[src/rtl/seg_display_ctrl_pkg.sv]
// rtl/seg_display_ctrl_pkg.sv - shared types, glyph table and constants for seg_display_ctrl
//
// Package seg_pkg:
//   state_e     : conversion FSM states (IDLE, CONV)
//   SEG_OFF     : active-high segment pattern with every segment dark
//   SEG_MINUS   : active-high segment pattern for '-' (segment g only)
//   glyph()     : nibble -> active-high segments, bit 6 = a ... bit 0 = g
//   pow10()     : 10^n as a 64-bit constant, used for the decimal overflow bound
package seg_pkg;

  typedef enum logic {
    IDLE = 1'b0,
    CONV = 1'b1
  } state_e;

  localparam logic [6:0] SEG_OFF   = 7'b0000000;
  localparam logic [6:0] SEG_MINUS = 7'b0000001;

  function automatic logic [6:0] glyph(input logic [3:0] nib);
    logic [6:0] s;
    case (nib)
      4'h0:    s = 7'b1111110;
      4'h1:    s = 7'b0110000;
      4'h2:    s = 7'b1101101;
      4'h3:    s = 7'b1111001;
      4'h4:    s = 7'b0110011;
      4'h5:    s = 7'b1011011;
      4'h6:    s = 7'b1011111;
      4'h7:    s = 7'b1110000;
      4'h8:    s = 7'b1111111;
      4'h9:    s = 7'b1111011;
      4'hA:    s = 7'b1110111;
      4'hB:    s = 7'b0011111;
      4'hC:    s = 7'b1001110;
      4'hD:    s = 7'b0111101;
      4'hE:    s = 7'b1001111;
      default: s = 7'b1000111;
    endcase
    return s;
  endfunction

  function automatic logic [63:0] pow10(input int n);
    logic [63:0] r;
    r = 64'd1;
    for (int i = 0; i < n; i++) begin
      r = r * 64'd10;
    end
    return r;
  endfunction

endpackage

[src/rtl/seg_display_ctrl_if.sv]
// rtl/seg_display_ctrl_if.sv - valid/ready load port bundle for seg_display_ctrl
//
// Signals:
//   load_valid : load request (master -> slave)
//   load_ready : controller can accept a load (slave -> master)
//   load_data  : unsigned value to display, DATA_W bits
//   load_dec   : 1 = decimal mode, 0 = hex mode
//   load_blank : 1 = blank leading zeros
//   load_dp    : decimal point mask, bit i belongs to digit i
interface seg_load_if #(
  parameter int DATA_W = 32,
  parameter int DIGITS = 8
);

  logic              load_valid;
  logic              load_ready;
  logic [DATA_W-1:0] load_data;
  logic              load_dec;
  logic              load_blank;
  logic [DIGITS-1:0] load_dp;

  modport master (
    output load_valid,
    output load_data,
    output load_dec,
    output load_blank,
    output load_dp,
    input  load_ready
  );

  modport slave (
    input  load_valid,
    input  load_data,
    input  load_dec,
    input  load_blank,
    input  load_dp,
    output load_ready
  );

endinterface

[src/rtl/seg_display_ctrl_bin2bcd.sv]
// rtl/seg_display_ctrl_bin2bcd.sv - iterative double-dabble binary to BCD converter
//
// Ports:
//   clk     : clock, rising edge
//   rst_n   : asynchronous active-low reset
//   start_i : load data_i and perform the first shift on this edge
//   data_i  : unsigned binary input, DATA_W bits
//   done_o  : high during the cycle whose closing edge completes the result hand-off
//   bcd_o   : DIGITS+1 BCD nibbles, valid while done_o is high
module bin2bcd_seq #(
  parameter int DATA_W = 32,
  parameter int DIGITS = 8
) (
  input  logic                      clk,
  input  logic                      rst_n,
  input  logic                      start_i,
  input  logic [DATA_W-1:0]         data_i,
  output logic                      done_o,
  output logic [4*(DIGITS+1)-1:0]   bcd_o
);

  localparam int BCD_W = 4 * (DIGITS + 1);
  localparam int CNT_W = $clog2(DATA_W + 1);

  logic [DATA_W-1:0] bin_q, bin_d;
  logic [BCD_W-1:0]  bcd_q, bcd_d;
  logic [CNT_W-1:0]  cnt_q, cnt_d;
  logic              busy_q, busy_d;

  // One double-dabble step: add 3 to every nibble >= 5, then shift in the next bit.
  // Bits leaving the top nibble are dropped; the caller detects overflow separately.
  function automatic logic [BCD_W-1:0] dabble(input logic [BCD_W-1:0] b, input logic bit_in);
    logic [BCD_W-1:0] t;
    t = b;
    for (int i = 0; i < DIGITS + 1; i++) begin
      if (t[4*i +: 4] >= 4'd5) begin
        t[4*i +: 4] = t[4*i +: 4] + 4'd3;
      end
    end
    return {t[BCD_W-2:0], bit_in};
  endfunction

  // The start edge already performs shift #1, so DATA_W shifts are complete
  // when cnt_q reaches DATA_W and the commit lands DATA_W edges after start.
  assign done_o = busy_q && (cnt_q == CNT_W'(DATA_W));
  assign bcd_o  = bcd_q;

  always_comb begin
    bin_d  = bin_q;
    bcd_d  = bcd_q;
    cnt_d  = cnt_q;
    busy_d = busy_q;
    if (start_i) begin
      bcd_d  = dabble('0, data_i[DATA_W-1]);
      bin_d  = data_i << 1;
      cnt_d  = CNT_W'(1);
      busy_d = 1'b1;
    end else if (done_o) begin
      busy_d = 1'b0;
    end else if (busy_q) begin
      bcd_d = dabble(bcd_q, bin_q[DATA_W-1]);
      bin_d = bin_q << 1;
      cnt_d = cnt_q + CNT_W'(1);
    end
  end

  always_ff @(posedge clk or negedge rst_n) begin
    if (!rst_n) begin
      bin_q  <= '0;
      bcd_q  <= '0;
      cnt_q  <= '0;
      busy_q <= 1'b0;
    end else begin
      bin_q  <= bin_d;
      bcd_q  <= bcd_d;
      cnt_q  <= cnt_d;
      busy_q <= busy_d;
    end
  end

endmodule

[src/rtl/seg_display_ctrl.sv]
// rtl/seg_display_ctrl.sv - multiplexed seven-segment display controller, hex or decimal
//
// Ports:
//   clk  : clock, rising edge
//   rst  : asynchronous active-low reset
//   load : seg_load_if.slave load port (valid/ready, data, dec, blank, dp mask)
//   a2g  : segments, bit 6 = a ... bit 0 = g, registered
//   dp   : decimal point segment, registered
//   an   : digit enables, an[i] = digit i, registered
//   ovf  : committed decimal value did not fit in DIGITS digits
module seg_display_ctrl
  import seg_pkg::*;
#(
  parameter int DIGITS         = 8,
  parameter int DATA_W         = 32,
  parameter int DIV_W          = 16,
  parameter bit SEG_ACTIVE_LOW = 1'b1,
  parameter bit AN_ACTIVE_LOW  = 1'b1
) (
  input  logic              clk,
  input  logic              rst,
  seg_load_if.slave         load,
  output logic [6:0]        a2g,
  output logic              dp,
  output logic [DIGITS-1:0] an,
  output logic              ovf
);

  localparam int               IDX_W    = (DIGITS > 1) ? $clog2(DIGITS) : 1;
  localparam int               BCD_W    = 4 * (DIGITS + 1);
  localparam logic [63:0]      DEC_LIM  = pow10(DIGITS);
  localparam logic [6:0]       SEG_IDLE = SEG_ACTIVE_LOW ? ~SEG_OFF : SEG_OFF;
  localparam logic             DP_IDLE  = SEG_ACTIVE_LOW;
  localparam logic [DIGITS-1:0] AN_IDLE = AN_ACTIVE_LOW ? {DIGITS{1'b1}} : {DIGITS{1'b0}};

  state_e              state_q;
  logic [4*DIGITS-1:0] val_q;
  logic                blank_q;
  logic [DIGITS-1:0]   dpm_q;
  logic                ovf_q;
  logic                pend_blank_q;
  logic [DIGITS-1:0]   pend_dp_q;
  logic                pend_big_q;

  logic [DIV_W-1:0]    div_q, div_d;
  logic [IDX_W-1:0]    scan_q, scan_d;
  logic [6:0]          a2g_q, a2g_d;
  logic                dp_q, dp_d;
  logic [DIGITS-1:0]   an_q, an_d;

  logic                load_ready;
  logic                accept;
  logic                conv_start;
  logic                conv_done;
  logic [BCD_W-1:0]    conv_bcd;
  logic [63:0]         data_wide;
  logic [DIGITS-1:0]   blanked;

  assign load_ready      = (state_q == IDLE);
  assign load.load_ready = load_ready;
  assign accept          = load.load_valid && load_ready;
  assign conv_start      = accept && load.load_dec;
  assign data_wide       = 64'(load.load_data);

  bin2bcd_seq #(
    .DATA_W (DATA_W),
    .DIGITS (DIGITS)
  ) u_bin2bcd (
    .clk     (clk),
    .rst_n   (rst),
    .start_i (conv_start),
    .data_i  (load.load_data),
    .done_o  (conv_done),
    .bcd_o   (conv_bcd)
  );

  // Committed state changes only on a hex accept or on the conversion's final
  // edge, so the scanner never sees a half-updated value. Blank and dp settings
  // of a decimal load are held aside until that final edge.
  always_ff @(posedge clk or negedge rst) begin
    if (!rst) begin
      state_q      <= IDLE;
      val_q        <= '0;
      blank_q      <= 1'b0;
      dpm_q        <= '0;
      ovf_q        <= 1'b0;
      pend_blank_q <= 1'b0;
      pend_dp_q    <= '0;
      pend_big_q   <= 1'b0;
    end else begin
      case (state_q)
        IDLE: begin
          if (accept) begin
            if (load.load_dec) begin
              state_q      <= CONV;
              pend_blank_q <= load.load_blank;
              pend_dp_q    <= load.load_dp;
              // The BCD register drops digits beyond DIGITS+1, so large values
              // are caught by a direct magnitude compare at accept time.
              pend_big_q   <= (data_wide >= DEC_LIM);
            end else begin
              val_q   <= data_wide[4*DIGITS-1:0];
              blank_q <= load.load_blank;
              dpm_q   <= load.load_dp;
              ovf_q   <= 1'b0;
            end
          end
        end
        CONV: begin
          if (conv_done) begin
            state_q <= IDLE;
            val_q   <= conv_bcd[4*DIGITS-1:0];
            ovf_q   <= pend_big_q || (conv_bcd[BCD_W-1 -: 4] != 4'd0);
            blank_q <= pend_blank_q;
            dpm_q   <= pend_dp_q;
          end
        end
        default: state_q <= IDLE;
      endcase
    end
  end

  // Digit i is blanked when it and every digit above it are zero; digit 0 never is.
  always_comb begin
    logic z;
    z       = 1'b1;
    blanked = '0;
    for (int i = DIGITS - 1; i >= 0; i--) begin
      z          = z && (val_q[4*i +: 4] == 4'd0);
      blanked[i] = z && (i != 0) && blank_q && !ovf_q;
    end
  end

  // Scan runs freely from the most significant digit downward; loads never touch it.
  always_comb begin
    div_d  = div_q + DIV_W'(1);
    scan_d = scan_q;
    if (div_q == {DIV_W{1'b1}}) begin
      scan_d = (scan_q == IDX_W'(0)) ? IDX_W'(DIGITS - 1) : scan_q - IDX_W'(1);
    end
  end

  always_comb begin
    logic [6:0]        seg_act;
    logic              dp_act;
    logic [DIGITS-1:0] an_act;
    logic              blk;
    blk = blanked[scan_q];
    if (ovf_q) begin
      seg_act = SEG_MINUS;
    end else if (blk) begin
      seg_act = SEG_OFF;
    end else begin
      seg_act = glyph(val_q[4*scan_q +: 4]);
    end
    dp_act = dpm_q[scan_q] && !ovf_q;
    an_act = blk ? '0 : (DIGITS'(1) << scan_q);
    a2g_d  = SEG_ACTIVE_LOW ? ~seg_act : seg_act;
    dp_d   = SEG_ACTIVE_LOW ? ~dp_act : dp_act;
    an_d   = AN_ACTIVE_LOW ? ~an_act : an_act;
  end

  always_ff @(posedge clk or negedge rst) begin
    if (!rst) begin
      div_q  <= '0;
      scan_q <= IDX_W'(DIGITS - 1);
      a2g_q  <= SEG_IDLE;
      dp_q   <= DP_IDLE;
      an_q   <= AN_IDLE;
    end else begin
      div_q  <= div_d;
      scan_q <= scan_d;
      a2g_q  <= a2g_d;
      dp_q   <= dp_d;
      an_q   <= an_d;
    end
  end

  assign a2g = a2g_q;
  assign dp  = dp_q;
  assign an  = an_q;
  assign ovf = ovf_q;

endmodule

[src/flat_wrapper.sv]
// flat-port wrapper written by rule: the top's interface ports become plain ports
module seg_display_ctrl_flat import seg_pkg::*;
#(
  parameter int DIGITS         = 8,
  parameter int DATA_W         = 32,
  parameter int DIV_W          = 16,
  parameter bit SEG_ACTIVE_LOW = 1'b1,
  parameter bit AN_ACTIVE_LOW  = 1'b1
)
  (clk, rst, a2g, dp, an, ovf, load_load_valid, load_load_data, load_load_dec, load_load_blank, load_load_dp, load_load_ready);
  seg_load_if #(.DATA_W(DATA_W), .DIGITS(DIGITS)) load_i ();
  input  logic clk;
  input  logic rst;
  output logic [6:0] a2g;
  output logic dp;
  output logic [DIGITS-1:0] an;
  output logic ovf;
  input wire logic [$bits(load_i.load_valid)-1:0] load_load_valid;
  input wire logic [$bits(load_i.load_data)-1:0] load_load_data;
  input wire logic [$bits(load_i.load_dec)-1:0] load_load_dec;
  input wire logic [$bits(load_i.load_blank)-1:0] load_load_blank;
  input wire logic [$bits(load_i.load_dp)-1:0] load_load_dp;
  output wire logic [$bits(load_i.load_ready)-1:0] load_load_ready;
  assign load_i.load_valid = load_load_valid;
  assign load_i.load_data = load_load_data;
  assign load_i.load_dec = load_load_dec;
  assign load_i.load_blank = load_load_blank;
  assign load_i.load_dp = load_load_dp;
  assign load_load_ready = load_i.load_ready;
  seg_display_ctrl #(.DIGITS(DIGITS), .DATA_W(DATA_W), .DIV_W(DIV_W), .SEG_ACTIVE_LOW(SEG_ACTIVE_LOW), .AN_ACTIVE_LOW(AN_ACTIVE_LOW)) u_core (.clk(clk), .rst(rst), .load(load_i), .a2g(a2g), .dp(dp), .an(an), .ovf(ovf));
endmodule
[config.mk]
export PLATFORM = sky130hd
export DESIGN_NAME = seg_display_ctrl_flat
export DESIGN_NICKNAME = d
export VERILOG_FILES = /design/src/rtl/seg_display_ctrl_pkg.sv /design/src/rtl/seg_display_ctrl_if.sv /design/src/rtl/seg_display_ctrl_bin2bcd.sv /design/src/rtl/seg_display_ctrl.sv /design/src/flat_wrapper.sv
export SDC_FILE = /design/constraint.sdc
export NUM_CORES = 1
export LEC_CHECK = 0
export CAP_MARGIN = 0
export CORE_MARGIN = 10
export CORE_UTILIZATION = 35
export DETAILED_ROUTE_END_ITERATION = 8
export PLACE_DENSITY = 0.58
export RECOVER_POWER = 50
export SYNTH_ARGS = -nofsm -noshare
export SYNTH_HDL_FRONTEND = slang
export SYNTH_SLANG_ARGS = --single-unit
[constraint.sdc]
create_clock -name clk -period 6.17 [get_ports clk]
set_clock_uncertainty 0.05 [all_clocks]
set_input_delay 1.234 -clock clk [delete_from_list [all_inputs] [get_ports clk]]
set_output_delay 1.234 -clock clk [all_outputs]
set_load 0.01 [all_outputs]
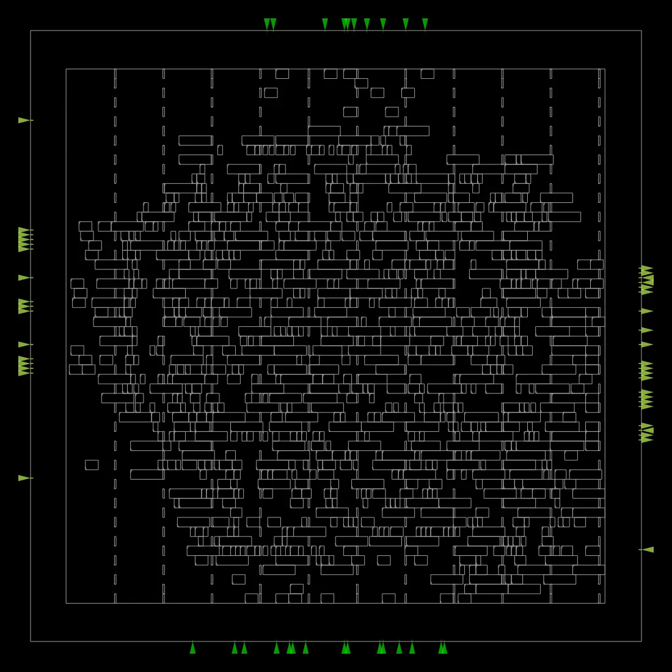
*Cell placement*
core area: 23400 um2
Core Util, Final: 41.79%
Layout fillers: 2287
Cell Rows: 56

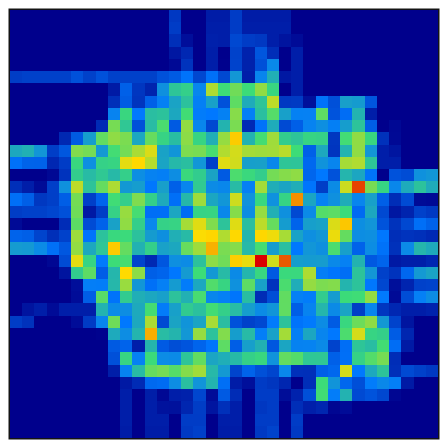
*Wiring heat map*
The die is cut into 35 by 35 equal tiles; dark blue is low, red is high, scaled to the fullest tile. Values are wire area over tile area, all layers added.
densest ninth of the die: centre
nearly empty tiles: 32%
tiles over half the peak: 13%
fullest tile: 0.45
Total GRT Usage: 13.11%
WL final: 19.14 mm
detailed-route wire length per cell: 15.38 um
Vias: 6144

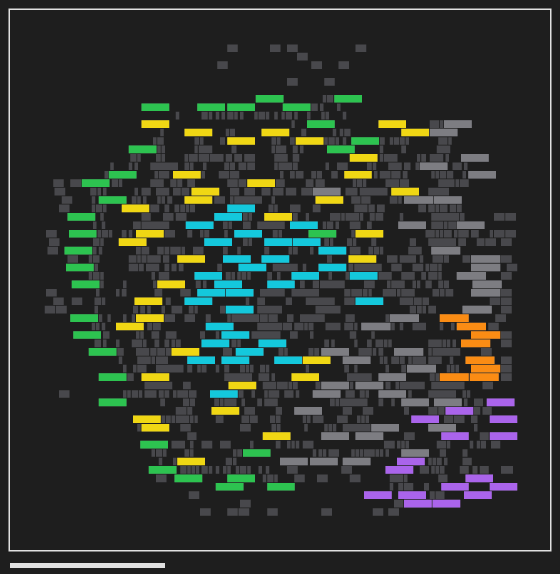
*Where the registers sit*
Bar = 50 um.
| netlist name | colour | sequential cells |
|---|---|---|
| u_core.u_bin2bcd.bcd_o | yellow | 36 |
| u_core.val_q | cyan | 32 |
| u_core.div_q | purple | 16 |
| u_core.an | orange | 8 |
| u_core.u_bin2bcd.bin_q | green | 31 |

==> flow_metrics.env <==
# source this file to load flow results
export IMPL_place_congestion=0.8121
export IMPL_grt_pass1_vias=6196
export IMPL_rsz0062_at_grt="no"
export IMPL_power_switching_mw=1.832
export IMPL_drv_cap=1
export IMPL_io_pins=63
export IMPL_max_freq_ghz=0.2787
export IMPL_layoutNonFillerInstCount=1244
export IMPL_yosys_area_um2=8318
export IMPL_power_mw=4.723
export IMPL_timing_final_crit_share_pct=58.16
export IMPL_num_antenna_cells=0
export IMPL_startpoint="rst"
export IMPL_grt_max_degree=97
export IMPL_critPathCapture="u_core.val_q[28]$_DFFE_PN0P_"
export IMPL_critical_path_top_delay_family="buffers and inverters"
export IMPL_antenna_found_initial=0
export IMPL_outcome="complete, but fails checks"
export IMPL_hold_path_end="u_core.div_q[11]$_DFF_PN0_"
export IMPL_violations="capacitance limit, slew limit"
export IMPL_drv_slew=41
export IMPL_syn_cell_area_um2=8318
export IMPL_setup_tns_ps=0
export IMPL_power_top_group="sequential cells"
export IMPL_ys_cells=871
export IMPL_compound_area_share_pct=12.23
export IMPL_top_area_share_pct=43.02
export IMPL_worst_slew_pin_slew_ps=2234
export IMPL_yosysUniqueCellTypes=51
export IMPL_critPathLaunchType="input port"
export IMPL_post_dp_hpwl_mm=12.75
export IMPL_slowest_delay_ps=1660
export IMPL_ys_top_cells_by_area="dfrtp_1 43%, nand2_1 9.5%, mux2i_1 6.5%"
export IMPL_logic_family="simple AND/OR/NAND/NOR gates"
export IMPL_die_w_um=174.2
export IMPL_hold_violations=0
cell usage in the layout (no fill, tap or decap), drive strengths merged, types with 18 or more instances in the layout:
cell | netlist | routed
a211oi | 18 | 18
a21oi | 44 | 44
a31oi | 30 | 30
clkbuf | 38 | 19
clkdlybuf4s50 | 0 | 61
dfrtp | 143 | 143
dfstp | 19 | 19
ha | 33 | 33
inv | 32 | 43
mux2i | 56 | 56
nand2 | 210 | 210
nand3 | 19 | 19
nor2 | 48 | 48
o21ai | 68 | 68
xnor2 | 18 | 18
final cells by class:
class	count	area (um2)	area share [%]
clock buffer	17	425.4	4.350
clock inverter	15	163.9	1.676
inverter	32	120.1	1.228
multi-input combinational	629	3918	40.06
sequential	162	4079	41.71
tap	319	399.1	4.081
timing repair buffer	70	674.4	6.896
metal layers:
metal | global-route usage, % | wire length [um] | part of all wire, % | vias up
li1 | - | - | - | 3080
met1 | 17.31 | 9364 | 49 | 2960
met2 | 20.89 | 8849 | 46 | 89
met3 | 3.099 | 761 | 4.0 | 15
met4 | 3.919 | 161 | 0.84 | 0
met5 | 0 | 0 | 0 | -
registers in the layout, indices dropped and copies added, names as in the netlist:
name                     cells
u_core.blank_q               1
u_core.u_bin2bcd.busy_q      1
u_core.an                    8
u_core.ovf                   1
u_core.dp                    1
u_core.u_bin2bcd.bcd_o      36
u_core.pend_blank_q          1
u_core.u_bin2bcd.bin_q      31
u_core.u_bin2bcd.cnt_q       6
u_core.state_q               1
u_core.div_q                16
u_core.scan_q                3
u_core.a2g                   7
u_core.pend_dp_q             8
u_core.dpm_q                 8
u_core.pend_big_q            1
u_core.val_q                32
